Design lsu_mem_master, sky130hd; sources not shown.
==> images/wire_density.png <==
Bar = 50 um. 30 x 30 tiles, from black (low) to pale yellow (high), scaled to the fullest tile. Values are wire area over tile area, all layers added.
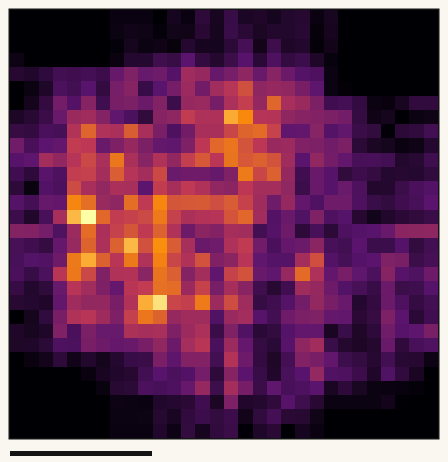
The emptiest ninth of the die: upper right. The mean over all tiles is 0.21. 11% of the tiles are over half the peak. The densest ninth of the die: center.
drt wl/cell: 22.7 um
Via Count: 7127

==> images/cell_classes.png <==
Fill, decap, tap and diode cells in gray.
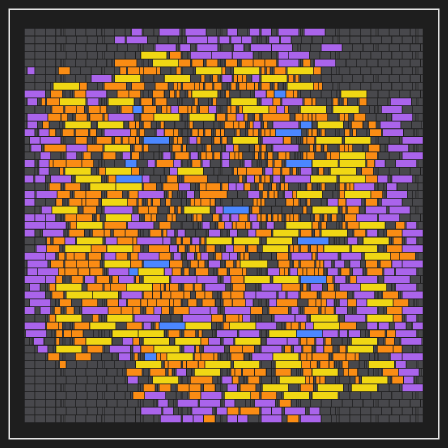
Purple stands for other buffers and delay cells, cells 300, share of their area 35%. Yellow stands for flip-flops, cells 111, share of their area 23%. Blue stands for clock drivers and dummy loads, cells 16, share of their area 2.7%. Orange stands for all other logic, cells 583, share of their area 40%.
final instance area: 12300 um2
core outline area: 19500 um2
Layout Utilization: 63.1%
Placement Rows: 51

==> images/registers.png <==
Other sequential cells in the stronger gray, the rest of the logic in the fainter gray.
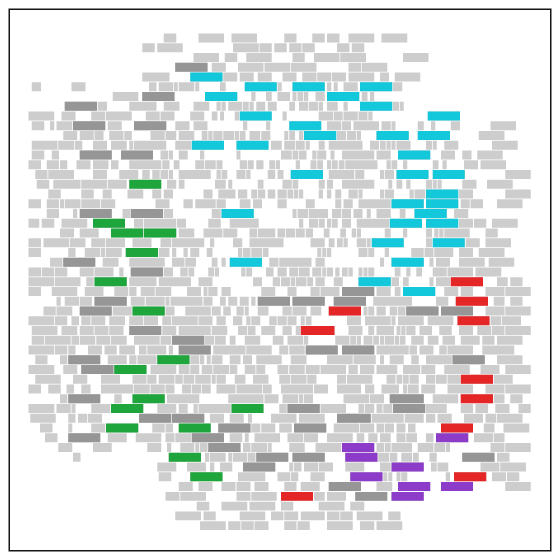
Green stands for r_wdata, flops 16. Red stands for r_addr, flops 10. Cyan stands for r_rsp_data, flops 32. Purple stands for r_tmo_cnt, flops 8, where lower right.
Seq area share: 22.6%
seq pwr: 4710 uW
sequential cell area: 2780 um2

==> images/zoom.png <==
Bar = 20 um. Window x 13 to 63, y 13 to 63 um. Cells in gray, sequential cells in the stronger gray; small squares are vias.
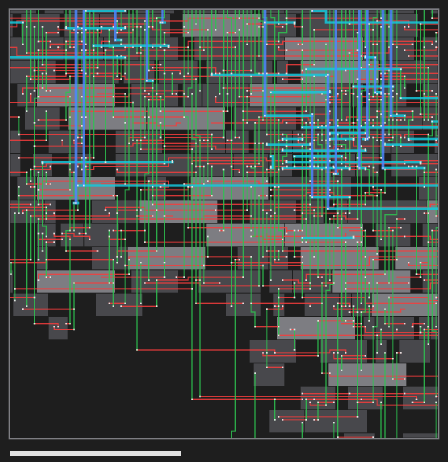
Red stands for met1. Cyan stands for met3. Green stands for met2. Blue stands for met4.
Sequential cells in the window: 20. Most frequent: dfrtp_1 (20), and3_4 (12), mux2_4 (10). 125 logic cells have their middle in the window.

==> results_dict.tcl <==
# metrics dict for downstream scripts
set metrics [dict create \
    largest_area_cell "dfrtp_1" \
    syn_area_um2 6920 \
    drive_above_1_share_pct 48.0 \
    top_area_share_pct 40.2 \
    layout_top_cell "dfrtp_1" \
    path_depth 5 \
    chipArea_um2 22700 \
    synthFlopType "dfrtp_1" \
    htree_levels 3 \
    warning_count 51 \
    violations "hold timing, setup timing" \
    cts_tree "yes" \
    syn-instance-count 760 \
    port_buffers 168 \
    cts.path.max_buffers 2 \
    hold_ws_ns -0.00881 \
    critPathSlowestCell "dfrtp_2" \
    maxSlewHeadroom_pct 72.2 \
    topCellsByArea "dfrtp_1 40%, nand2_1 6.7%, mux2_2 6.7%, and3_1 6.5%, a31oi_2 5.1%" \
    min_path_type "input pin to async pin" \
    synth_cell_types 56 \
    cts.clk_slew.worst_paths_ns 0.08 \
    grt_max_degree 66 \
    hpwl_um 18900 \
    edf_count 0 \
    cp-start-kind "flip-flop" \
    placed_cell_area_um2 10600 \
    fin_tns_setup_ns -13.00 \
    hold_buffers 0 \
    clkLatencyLatePin_ns 0.37 \
    diodes 0 \
    clock_skew_ns 0.0134 \
    antenna_found_initial 0 \
    postRouteAntennaNets 0 \
    cp_max_fo 8 \
    overflow 0 \
    fin_nets 1115 \
    setup_slack_ns -0.157 \
    ir_worst_vdd_mv 0.732 \
    dr.pass1.iters 6 \
    endpoint_kind "primary output" \
    finalSetupViolations 156 \
    ys_area_um2 6920 \
    numCtsBuffers 9 \
    synth_warnings 6 \
    die_x_um 151 \
    cts_root_buf "clkbuf_16" \
    syn_area_per_cell_um2 9.10 \
    grt_pass1_vias 6753 \
    ys_cells 760 \
    r2r_cells 10 \
    die_h_um 151 \
    power_density_nw_per_um2 1720 \
    syn-num-nets 870 \
    drt_wl_total_um 28900 \
    drtIter0Drc 622 \
    slew_viol_final 0 \
    layout_top_cells "108 x dfrtp_1, 103 x buf_12, 102 x nand2_1, 84 x clkdlybuf4s50_1, 70 x buf_4" \
    fin_crit_ns 1.96 \
    gp_congestion 0.959 \
    grt_use_total_pct 22.4 \
    clock_sinks 111 \
    io_pins 191 \
    status "finished, violations left" \
    ys_seq_share_pct 40.2 \
    drc 0 \
    crit_buf_inv 3 \
    worstSetupPathType "flip-flop to primary output" \
    finalHoldViolCount 13 \
    p_leak_uw 0.00515 \
    worst-r2r-setup-slack_ns -0.13 \
    tightest_slew_ns 0.417 \
    finalClockPeriodUsage_pct 109 \
    max_stage_delay_ns 0.47 \
    initCoreUtil_pct 35.5 \
    required_ns 1.44 \
    worst_path_dominant_cell_family "flip-flops" \
    power_uw 21200 \
    async_flop_share_pct 100 \
    rsz0062_at_grt "yes" \
    fmax_mhz 511 \
    critPathArrivalTime_ns 1.60 \
    area_growth_pct 77.6 \
    maxCapViolCount 0 \
    grt_pass1_wl_um 39000 \
    drt-vias-per-instance 5.59 \
    cp_cell_sequence "nand2b_4 -> clkinv_8 -> clkbuf_16 -> and3_4 -> buf_12" \
    synth-seq-cells 111 \
]
[where the power goes]
group          internal, uW  switching [uW]  total (uW)
clock network          1130            1040        2160
logic                  7190            7110       14300
registers              3600            1100        4710
total                 11900            9250       21200
[worst reg2reg max path: stages, from the launching register on]
cell	delay, ns
dfrtp_2	0.47
buf_4	0.15
buf_6	0.12
buf_6	0.13
nor3b_4	0.15
buf_6	0.13
nor2_4	0.12
buf_12	0.14
clkbuf_16	0.17
nand2_1	0.07
a31oi_2	0.19
[cells in the mapped netlist (all sizes together) (4+ instances only)]
| cell type | number |
|---|---|
| nand2 | 126 |
| dfrtp | 111 |
| and3 | 72 |
| nor2 | 56 |
| mux2 | 49 |
| o21ai | 48 |
| a22oi | 39 |
| a31oi | 37 |
| buf | 37 |
| clkbuf | 30 |
| a21oi | 23 |
| a21o | 17 |
| and2 | 14 |
| a22o | 13 |
| nand2b | 11 |
| a211o | 9 |
| nand3 | 9 |
| nor2b | 9 |
| inv | 6 |
| nor3 | 6 |
| o211ai | 4 |
[timing repair]
| item | in CTS | in global routing |
|---|---|---|
| resized | 71 | 137 |
| setup endpoints to repair | 128 | 157 |
| gates cloned | 3 | 19 |
| pin swaps | 23 | 50 |
| setup buffers | 9 | 15 |
[through the flow]
step	setup slack [ns]	instances
2_1_floorplan	-0.0856	760
3_3_place_gp	-0.416	1214
3_5_place_dp	-0.411	1214
4_1_cts	-0.148	1242
5_1_grt	-0.176	1275
6_report	-0.157	1275
[final cells by class]
type | instances | area [um2]
Clock buffer | 9 | 225
Clock inverter | 7 | 92.6
Fill cell | 1517 | 7170
Inverter | 7 | 40.0
Multi-Input combinational cell | 576 | 4690
Sequential cell | 111 | 2780
Tap cell | 265 | 332
Timing Repair Buffer | 300 | 4130
[cell families after synthesis]
kind of cell | Yosys count | synth area share [%]
AND/OR/NAND/NOR | 314 | 22.7
AND-OR/OR-AND | 202 | 22.2
flip-flops | 111 | 40.2
buffers and inverters | 74 | 5.66
multiplexers | 52 | 8.41
XOR/XNOR | 6 | 0.760
adder cells (fa/ha/maj) | 1 | 0.181
[metal layers]
metal / wire length [um] / global-route usage [%]
met3: 2390 / 3.70
met1: 12100 / 31.3
met2: 13500 / 36.5
met4: 916 / 5.58
met5: 0 / 0
Power is estimated from default activity; no workload was simulated.
